==> run_1/met2.png <==
Scale bar: 100 µm.
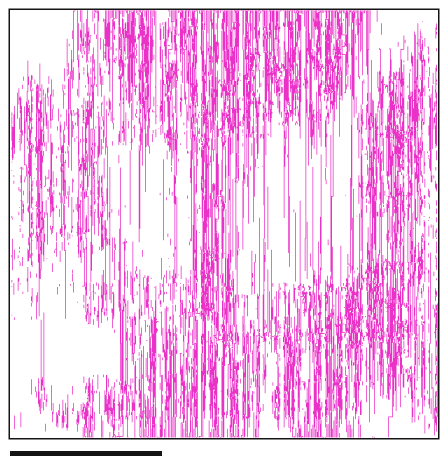
==> run_1/registers.png <==
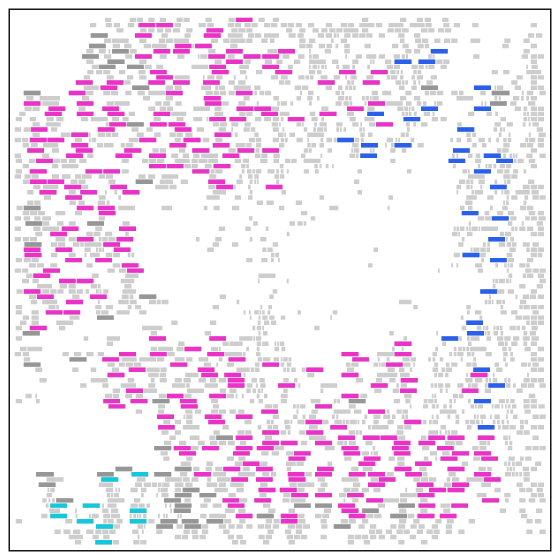
==> run_1/port_nets.png <==
Scale bar: 100 µm.
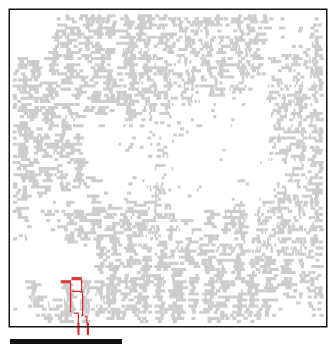
File: config.mk
export PLATFORM = sky130hd
export DESIGN_NAME = axil_reg_slave
export DESIGN_NICKNAME = d
export VERILOG_FILES = /design/src/rtl/axil_reg_slave.sv
export SDC_FILE = /design/constraint.sdc
export NUM_CORES = 1
export LEC_CHECK = 0
export CORE_MARGIN = 2
export CORE_UTILIZATION = 25
export DETAILED_ROUTE_END_ITERATION = 8
export PLACE_DENSITY = 0.5
export SLEW_MARGIN = 20
export SYNTH_ARGS = -nofsm -noshare
export SYNTH_HDL_FRONTEND = slang
export SYNTH_SLANG_ARGS = --single-unit
File: constraint.sdc
create_clock -name axil_clk -period 4.8 [get_ports axil_clk]
set_clock_uncertainty 0.2 [all_clocks]
set_input_delay 0.48 -clock axil_clk [delete_from_list [all_inputs] [get_ports axil_clk]]
set_output_delay 0.48 -clock axil_clk [all_outputs]
set_load 0.05 [all_outputs]
File: src/rtl/axil_reg_slave.sv
// AXI4-Lite register responder: RW control bank followed by RO status bank.
// Optional macro AXIL_CMD_SELF_CLEAR_EN turns control register 0 into a self-clearing command register.
module axil_reg_slave #(
  parameter int ADDR_WIDTH = 12,
  parameter int DATA_WIDTH = 32,
  parameter int CTRL_NUM   = 8,
  parameter int STS_NUM    = 8
) (
  input  logic                           axil_clk,
  input  logic                           axil_rst_n,
  input  logic [ADDR_WIDTH-1:0]          s_axil_awaddr,
  input  logic                           s_axil_awvalid,
  output logic                           s_axil_awready,
  input  logic [DATA_WIDTH-1:0]          s_axil_wdata,
  input  logic [DATA_WIDTH/8-1:0]        s_axil_wstrb,
  input  logic                           s_axil_wvalid,
  output logic                           s_axil_wready,
  output logic [1:0]                     s_axil_bresp,
  output logic                           s_axil_bvalid,
  input  logic                           s_axil_bready,
  input  logic [ADDR_WIDTH-1:0]          s_axil_araddr,
  input  logic                           s_axil_arvalid,
  output logic                           s_axil_arready,
  output logic [DATA_WIDTH-1:0]          s_axil_rdata,
  output logic [1:0]                     s_axil_rresp,
  output logic                           s_axil_rvalid,
  input  logic                           s_axil_rready,
  output logic [CTRL_NUM*DATA_WIDTH-1:0] ctrl_out,
  output logic [CTRL_NUM-1:0]            ctrl_wr_pulse,
  input  logic [STS_NUM*DATA_WIDTH-1:0]  sts_in
);

  localparam int STRB_W = DATA_WIDTH / 8;
  localparam int IDX_W  = ADDR_WIDTH - 2;
  localparam logic [1:0] RESP_OKAY   = 2'b00;
  localparam logic [1:0] RESP_SLVERR = 2'b10;
  localparam logic [1:0] RESP_DECERR = 2'b11;

  typedef enum logic [1:0] {
    MAP_CTRL,
    MAP_STS,
    MAP_NONE
  } map_e;

  function automatic map_e decode(input logic [31:0] idx);
    if (idx < CTRL_NUM) return MAP_CTRL;
    if (idx < CTRL_NUM + STS_NUM) return MAP_STS;
    return MAP_NONE;
  endfunction

  logic                  aw_got_q, aw_got_d;
  logic                  w_got_q, w_got_d;
  logic [IDX_W-1:0]      awidx_q, awidx_d;
  logic [DATA_WIDTH-1:0] wdata_q, wdata_d;
  logic [STRB_W-1:0]     wstrb_q, wstrb_d;
  logic                  bvalid_q, bvalid_d;
  logic [1:0]            bresp_q, bresp_d;
  logic                  arready_q, arready_d;
  logic                  rvalid_q, rvalid_d;
  logic [1:0]            rresp_q, rresp_d;
  logic [DATA_WIDTH-1:0] rdata_q, rdata_d;
  logic [DATA_WIDTH-1:0] ctrl_q [CTRL_NUM];
  logic [DATA_WIDTH-1:0] ctrl_d [CTRL_NUM];
  logic [CTRL_NUM-1:0]   pulse_q, pulse_d;

  logic                  aw_fire, w_fire, commit, ar_fire;
  logic [31:0]           cmt_idx, rd_idx;
  logic [DATA_WIDTH-1:0] cmt_data;
  logic [STRB_W-1:0]     cmt_strb;
  logic                  unused_addr_lsb;

  assign unused_addr_lsb = ^{s_axil_awaddr[1:0], s_axil_araddr[1:0]};

  // Commit uses the held AW/W beat when present, otherwise the one arriving this cycle.
  always_comb begin
    aw_got_d = aw_got_q;
    w_got_d  = w_got_q;
    awidx_d  = awidx_q;
    wdata_d  = wdata_q;
    wstrb_d  = wstrb_q;
    bvalid_d = bvalid_q;
    bresp_d  = bresp_q;
    ctrl_d   = ctrl_q;
    pulse_d  = '0;
`ifdef AXIL_CMD_SELF_CLEAR_EN
    ctrl_d[0] = '0;
`endif
    aw_fire  = s_axil_awvalid & ~aw_got_q;
    w_fire   = s_axil_wvalid & ~w_got_q;
    cmt_idx  = aw_got_q ? 32'(awidx_q) : 32'(s_axil_awaddr[ADDR_WIDTH-1:2]);
    cmt_data = w_got_q ? wdata_q : s_axil_wdata;
    cmt_strb = w_got_q ? wstrb_q : s_axil_wstrb;
    commit   = (aw_got_q | s_axil_awvalid) & (w_got_q | s_axil_wvalid) & ~bvalid_q;

    if (aw_fire) begin
      aw_got_d = 1'b1;
      awidx_d  = s_axil_awaddr[ADDR_WIDTH-1:2];
    end
    if (w_fire) begin
      w_got_d = 1'b1;
      wdata_d = s_axil_wdata;
      wstrb_d = s_axil_wstrb;
    end
    if (bvalid_q && s_axil_bready) begin
      bvalid_d = 1'b0;
      aw_got_d = 1'b0;
      w_got_d  = 1'b0;
    end
    if (commit) begin
      bvalid_d = 1'b1;
      case (decode(cmt_idx))
        MAP_CTRL: begin
          bresp_d = RESP_OKAY;
          for (int i = 0; i < CTRL_NUM; i++) begin
            if (cmt_idx == 32'(i)) begin
              pulse_d[i] = 1'b1;
              for (int b = 0; b < STRB_W; b++) begin
                if (cmt_strb[b]) ctrl_d[i][b*8 +: 8] = cmt_data[b*8 +: 8];
              end
            end
          end
        end
        MAP_STS: bresp_d = RESP_SLVERR;
        default: bresp_d = RESP_DECERR;
      endcase
    end
  end

  // Read data is captured from the pre-commit register state in the AR cycle.
  always_comb begin
    arready_d = arready_q;
    rvalid_d  = rvalid_q;
    rresp_d   = rresp_q;
    rdata_d   = rdata_q;
    ar_fire   = s_axil_arvalid & arready_q;
    rd_idx    = 32'(s_axil_araddr[ADDR_WIDTH-1:2]);

    if (rvalid_q && s_axil_rready) begin
      rvalid_d  = 1'b0;
      arready_d = 1'b1;
    end
    if (ar_fire) begin
      arready_d = 1'b0;
      rvalid_d  = 1'b1;
      rdata_d   = '0;
      rresp_d   = (decode(rd_idx) == MAP_NONE) ? RESP_DECERR : RESP_OKAY;
      for (int i = 0; i < CTRL_NUM; i++) begin
        if (rd_idx == 32'(i)) rdata_d = ctrl_q[i];
      end
`ifdef AXIL_CMD_SELF_CLEAR_EN
      if (rd_idx == 32'd0) rdata_d = '0;
`endif
      for (int j = 0; j < STS_NUM; j++) begin
        if (rd_idx == 32'(CTRL_NUM + j)) rdata_d = sts_in[j*DATA_WIDTH +: DATA_WIDTH];
      end
    end
  end

  always_ff @(posedge axil_clk or negedge axil_rst_n) begin
    if (!axil_rst_n) begin
      aw_got_q  <= 1'b0;
      w_got_q   <= 1'b0;
      awidx_q   <= '0;
      wdata_q   <= '0;
      wstrb_q   <= '0;
      bvalid_q  <= 1'b0;
      bresp_q   <= RESP_OKAY;
      arready_q <= 1'b1;
      rvalid_q  <= 1'b0;
      rresp_q   <= RESP_OKAY;
      rdata_q   <= '0;
      pulse_q   <= '0;
      for (int i = 0; i < CTRL_NUM; i++) ctrl_q[i] <= '0;
    end else begin
      aw_got_q  <= aw_got_d;
      w_got_q   <= w_got_d;
      awidx_q   <= awidx_d;
      wdata_q   <= wdata_d;
      wstrb_q   <= wstrb_d;
      bvalid_q  <= bvalid_d;
      bresp_q   <= bresp_d;
      arready_q <= arready_d;
      rvalid_q  <= rvalid_d;
      rresp_q   <= rresp_d;
      rdata_q   <= rdata_d;
      pulse_q   <= pulse_d;
      for (int i = 0; i < CTRL_NUM; i++) ctrl_q[i] <= ctrl_d[i];
    end
  end

  assign s_axil_awready = ~aw_got_q;
  assign s_axil_wready  = ~w_got_q;
  assign s_axil_bvalid  = bvalid_q;
  assign s_axil_bresp   = bresp_q;
  assign s_axil_arready = arready_q;
  assign s_axil_rvalid  = rvalid_q;
  assign s_axil_rresp   = rresp_q;
  assign s_axil_rdata   = rdata_q;
  assign ctrl_wr_pulse  = pulse_q;

  for (genvar g = 0; g < CTRL_NUM; g++) begin : g_ctrl_out
    assign ctrl_out[g*DATA_WIDTH +: DATA_WIDTH] = ctrl_q[g];
  end

endmodule
==> results.toml, run 1 <==
# synthesis and place-and-route metrics
[synthesis]
postSynthAreaPerCell_um2 = 11.8
synth-cells-yosys = 1634
postSynthSeqShare_pct = 45.6
ys.warnings.count = 0
postSynthCellCount = 1634
yosys-stat-area_um2 = 19200
syn_nets = 1957
synth.lib_cells_used.distinct = 87
asyncSetResetFlopFracSynth_pct = 100
numSynthFlops = 350
syn_area_um2 = 19200

[grt]
first_global_vias = 17800
grtUsageTotal_pct = 25.8
antenna_violations_before_repair = 21
groute.layer.met3.usage_pct = 7.04
first_pass_grt_wire_length_mm = 144
grt.met1_usage_pct = 33.2

[finish]
layout-drive-gt1-share_pct = 24.6
final_net_count = 2568
top_layout_cells = "clkdlybuf4s50_1 (618), dfrtp_1 (348), mux2_2 (309), nor2_1 (101), a21oi_1 (92)"
layout.filler_cells = 7537
area.growth.synth_to_final_pct = 46.3
lay_top_count = "clkdlybuf4s50_1"

[route]
detail_route.first_pass.iterations = 5
via_count = 17500
drt-wirelength-per-cell_um = 32.0
drt_first_iter_violations = 1430
vias_per_cell = 5.28
route.met3.wl_mm = 9.24

[placement]
hpwlAfterDp_mm = 81.4
place_congestion = 0.924
numPortBuffers = 623

[floorplan]
fp_util_pct = 25.3
core.rowCount = 101
pin_count = 628
chip_area_um2 = 79100
die_width_um = 281

[final_timing]
finalMaxSlewViolations = 0
grt_setup_unrepaired = "no"
worstMarginPinSlew_ns = 1.10
max_clock_freq_ghz = 0.289
timing_hold_violations_final = 0
setup_tns_ns = 0

[clock_tree]
tritoncts.num_buffers = 43
ctsLongestPathBuffers = 3
cts_max_level = 2
cts.repair.resized = 0
cts.repair_timing.setup_buffer_count = 0
clkTransAtPathRegs_ns = 0.06
clock-sinks = 350
insertion_delay_ns = 0.57
cts_tree = "built"

[worst_setup_path]
critPathArrivalTime_ns = 3.71
critical_path.startpoint_type = "flip-flop"
critical_path_class = "reg -> reg"
timing.critical_path.cells = "inv_2 -> o31ai_4 -> and4_1 -> nand2b_2 -> nor2_8 -> mux2_2"
critPathSlowestCell = "dfrtp_1"
critPathRequiredTime_ns = 5.05

[pwr]
power.density_nw_per_um2 = 368
total_power_mw = 10.3

[flow_run]
stage_log_warnings = 36
maxCapViolations = 0

[worst_hold_path]
hold_path.class = "in -> async"

[outcome]
status = "finished, final reports clean"
Back to the opening pictures, met2.png:
nets with wire on the layer = 2325
main direction = vertical
longest straight run = 137 µm
wire length on this layer = 49.4 mm
share of all routed wire = 47%

Back to the opening pictures, registers.png:
cyan -> awidx_q  # sequential cells 10, where lower left
magenta -> ctrl_out  # sequential cells 256, where all over the die
blue -> s_axil_rdata  # sequential cells 32
not coloured = 52

Back to the opening pictures, port_nets.png:
red -> s_axil_bresp  # bits 2, direction output, edge bottom, end cells 2, buffers 2, wire 94.3 µm

## run 1: logic make-up after synthesis
logic type	after synthesis	synth area share [%]
AND/OR/NAND/NOR	322	10.2
flip-flops	350	45.6
multiplexers	422	26.7
buffers and inverters	125	3.18
AND-OR/OR-AND	415	14.4
## run 1: path summary, 6_finish.rpt
check / start / end / slack, ns / depth (start not counted)
worst max register to register: aw_got_q / ctrl_out[231] / 1.34 / 6
worst max-delay path: aw_got_q / ctrl_out[231] / 1.34 / 6
worst min register to register: s_axil_rdata[13] / s_axil_rdata[13] / 0.30 / 1
max in group asynchronous: axil_rst_n / ctrl_out[153] / 2.74 / 3
min in group axil_clk: s_axil_rready / s_axil_arready / 0.27 / 3
worst min-delay path: axil_rst_n / s_axil_rdata[20] / 0.27 / 2
## run 1: critical path, delay by kind of cell (launching register included)
kind | cells | cell delay, ns
flip-flops | 1 | 0.69
AND-OR/OR-AND | 1 | 0.40
buffers and inverters | 1 | 0.19
multiplexers | 1 | 0.38
AND/OR/NAND/NOR | 3 | 1.45
## run 1: Yosys cell counts, types with 32 or more instances
library cell / instances / share of area [%]
dfrtp_1: 349 / 45
a21oi_1: 92 / 2.4
mux2_2: 309 / 18
buf_2: 43 / 1.1
nor2_1: 102 / 2.0
a22oi_1: 34 / 1.3
mux2_4: 32 / 2.5
o21ai_0: 82 / 2.1
o22ai_1: 38 / 1.2
nand3_1: 35 / 0.91
clkbuf_1: 53 / 1.0
mux2i_1: 36 / 1.9
nand2_1: 73 / 1.4
## run 1: metrics by stage
step	worst slack [ns]	std cells	hold WS (ns)	util [%]	cell area, µm²
3_3_place_gp	1.08	3229	0.267	35.1	26700
5_1_grt	1.15	3308	0.297	36.9	28100
2_1_floorplan	2.40	1634	-0.0156	-	19200
3_5_place_dp	1.04	3229	0.281	35.1	26700
6_report	1.34	3311	0.265	37.0	28100
4_1_cts	1.31	3306	0.250	36.9	28100
## run 1: where the power goes
group	switching [mW]	internal [mW]
clock network	1.35	1.97
registers	0.282	3.33
logic	2.18	1.24
total	3.81	6.54
## run 1: cell type report
class,instances,area [µm²],share of cell area [%]
flip-flops and latches,350,8760,31.2
diodes,5,12.5,0.0445
clock inverters,10,140,0.498
multi-input cells,1159,9880,35.1
inverters,11,41.3,0.147
well taps,1030,1290,4.58
clock buffers,66,1260,4.49
repair buffers,680,6730,23.9
## run 1: timing repair
action | in CTS | in global routing
endpoints found under the hold margin | 95 | 0
hold buffers | 1 | 0
setup endpoints to repair | 0 | 0
## run 1: sequential cells by signal, indices dropped and copies added, names as in the netlist
| register | flops |
|---|---|
| ctrl_out | 256 |
| s_axil_rdata | 32 |
| wdata_q | 32 |
| awidx_q | 10 |
| ctrl_wr_pulse | 8 |
| wstrb_q | 4 |
| s_axil_bresp | 2 |
| aw_got_q | 1 |
| s_axil_arready | 1 |
| s_axil_bvalid | 1 |
| s_axil_rresp | 1 |
| s_axil_rvalid | 1 |
| w_got_q | 1 |
==> run_1/final_placement.png <==
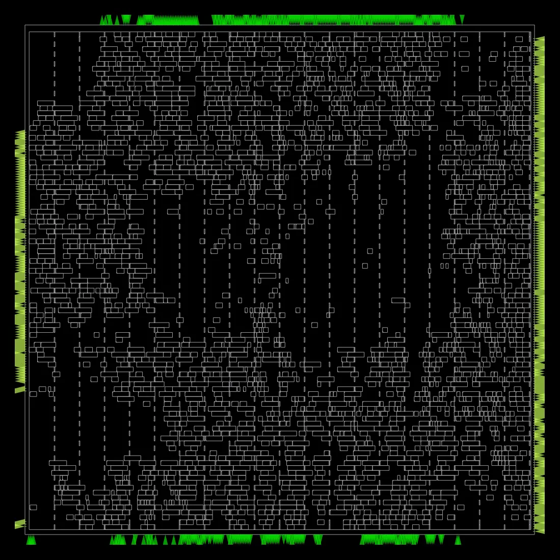

==> inputs of run 2 (changes only) <==
==> constraint.sdc (replaced) <==
create_clock -name axil_clk -period 3.6 [get_ports axil_clk]
set_clock_uncertainty 0.2 [all_clocks]
set_input_delay 0.36 -clock axil_clk [delete_from_list [all_inputs] [get_ports axil_clk]]
set_output_delay 0.36 -clock axil_clk [all_outputs]
set_load 0.05 [all_outputs]
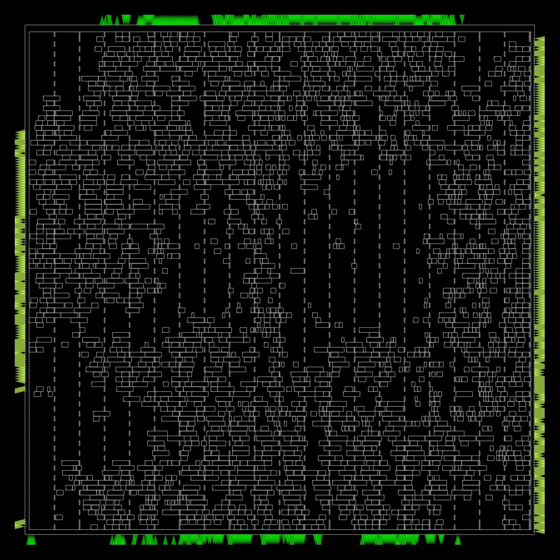
(run_2/final_placement.png)
flop count: 350
Post-Route Utilization: 37.9%
number of tapcells: 1030
non-filler cells, final: 3369

==> results.toml, run 2 <==
# synthesis and place-and-route metrics
[finish]
largest_register_ffs = 256
final_net_count = 2620
lay_top_count = "clkdlybuf4s50_1"
top_layout_cells = "clkdlybuf4s50_1 (618), dfrtp_1 (348), mux2_2 (309), nor2_1 (101), buf_4 (99)"
layout.filler_cells = 7463
layout-drive-gt1-share_pct = 26.9
area.growth.synth_to_final_pct = 49.9

[clock_tree]
cts_max_level = 2
clkTransAtPathRegs_ns = 0.06
cts_tree = "built"
ctsLongestPathBuffers = 3
cts.repair.resized = 0
clock-sinks = 350
tritoncts.num_buffers = 45
insertion_delay_ns = 0.59

[synthesis]
asyncSetResetFlopFracSynth_pct = 100
synthMostInstantiatedCell = "dfrtp_1"
post_synth_most_frequent_cells = "dfrtp_1 (349), mux2_2 (309), nor2_1 (102)"
synth_top_cell_by_area = "dfrtp_1"
syn_area_um2 = 19200
yosys-stat-area_um2 = 19200
synthTopCellsByArea = "dfrtp_1 (45%), mux2_2 (18%), mux4_2 (3.0%), mux2_4 (2.5%), a21oi_1 (2.4%)"
ys.warnings.count = 0
fraction_of_synthesized_cell_area_taken_by_the_top_area_cell_type_pct = 45.5
synth.lib_cells_used.distinct = 87
syn_nets = 1957
synth-cells-yosys = 1634
numSynthFlops = 350
yosys_most_used_dff = "dfrtp_1"
postSynthCellCount = 1634
postSynthAreaPerCell_um2 = 11.8
postSynthSeqShare_pct = 45.6

[worst_setup_path]
slowest_delay_ns = 0.78
critPathArrivalTime_ns = 3.37
critPathRequiredTime_ns = 3.86
critPathSlowestCell = "or3_1"
critical_path.startpoint_type = "flip-flop"
critical_path_class = "reg -> reg"
crit_fanout = 13
timing.critical_path.cells = "inv_2 -> o31ai_4 -> nand4_4 -> or3_1 -> mux2_4"

[final_timing]
setup_tns_ns = 0
max_clock_freq_ghz = 0.321
finalSetupViolations = 0
grt_setup_unrepaired = "no"
min_period_ns = 3.11
fin_crit_sh_pct = 86.4
finalMaxSlewViolations = 0
timing_hold_violations_final = 0
holdWs_ns = 0.132
worstMarginPinSlew_ns = 0.997
layout_setup_ws_ns = 0.488

[route]
drcViolationCount = 0
drt-wirelength-per-cell_um = 31.7
via_count = 17500
drt_first_iter_violations = 1091
detail_route.first_pass.iterations = 6
vias_per_cell = 5.19

[flow_run]
maxCapViolations = 0
stage_log_warnings = 30

[placement]
place_congestion = 0.932
place_ws_ns = 0.148
hpwlAfterDp_mm = 84.5
numPortBuffers = 623

[outcome]
status = "finished, final reports clean"

[grt]
first_pass_grt_wire_length_mm = 145
antenna_violations_before_repair = 25
grt.met1_usage_pct = 33.6
grtUsageTotal_pct = 26.1
first_global_vias = 17900
grt_overflow = 0
groute.layer.met3.usage_pct = 6.88
grt_start_max_net_pins = 77

[floorplan]
fp_util_pct = 25.3
core_box_area_um2 = 76100
pin_count = 628
core.rowCount = 101
die_width_um = 281
chip_area_um2 = 79100

[pwr]
power.density_nw_per_um2 = 502
total_power_mw = 14.5

[worst_hold_path]
hold_path.class = "in -> reg"
==> run 2: cell counts after synthesis <==
Identical to the previous run, type by type.
==> run 2: cell type report <==
| class | instances | area, µm² | share of cell area (%) |
|---|---|---|---|
| clock inverters | 21 | 325 | 1.13 |
| flip-flops and latches | 350 | 8760 | 30.4 |
| multi-input cells | 1159 | 9880 | 34.3 |
| clock buffers | 63 | 1350 | 4.67 |
| repair buffers | 730 | 7140 | 24.8 |
| inverters | 11 | 41.3 | 0.143 |
| well taps | 1030 | 1290 | 4.48 |
| diodes | 5 | 12.5 | 0.0434 |
==> run 2: timing repair <==
item	4_1_cts	5_1_grt
buffers inserted	0	0
hold endpoints to repair	68	0
hold buffers	1	0
==> run 2: stage by stage <==
step                      util, %  cells  instance area (µm²)
after global placement       35.6   3279                27100
after CTS                    37.8   3364                28800
after floorplan                 -   1634                19200
final                        37.9   3369                28800
after global routing         37.8   3368                28800
after detailed placement     35.6   3279                27100
==> run 2: final timing paths <==
path / from / to / slack [ns] / cells after the start
hold reg to reg: s_axil_rdata[13] / s_axil_rdata[13] / 0.29 / 1
hold / removal: s_axil_rready / s_axil_arready / 0.13 / 3
setup reg to reg: aw_got_q / ctrl_out[159] / 0.49 / 5
setup / recovery: aw_got_q / ctrl_out[159] / 0.49 / 5
min in group asynchronous: axil_rst_n / ctrl_out[154] / 0.15 / 2
max in group asynchronous: axil_rst_n / ctrl_out[195] / 1.81 / 4
==> run 2: cells by family (layout without fill, tap and decap cells) <==
kind of cell           count (synthesis)  count (layout)  synth area share [%]
other                                  0               5                     0
buffers and inverters                125             825                  3.18
DFF                                  350             350                  45.6
muxes                                422             422                  26.7
and+or+nand+nor                      322             322                  10.2
AOI/OAI and AO/OA                    415             415                  14.4
==> run 2: layer usage <==
metal	routed length (µm)	part of all wire [%]
met3	8300	7.8
met4	2620	2.5
met1	45500	43
met2	50300	47
met5	163	0.15
==> run 2: critical path, delay by kind of cell, from the launching register on <==
family                 cells  cell delay [ns]
and+or+nand+nor            2             1.11
DFF                        1             0.67
muxes                      1             0.41
AOI/OAI and AO/OA          1             0.38
buffers and inverters      1             0.18
==> run 2: power breakdown <==
group / internal (mW) / total [mW] / switching (mW)
Combinational: 1.73 / 4.60 / 2.88
Sequential: 4.44 / 4.83 / 0.389
Clock: 3.12 / 5.02 / 1.90
Power and IR drop assume default switching activity.
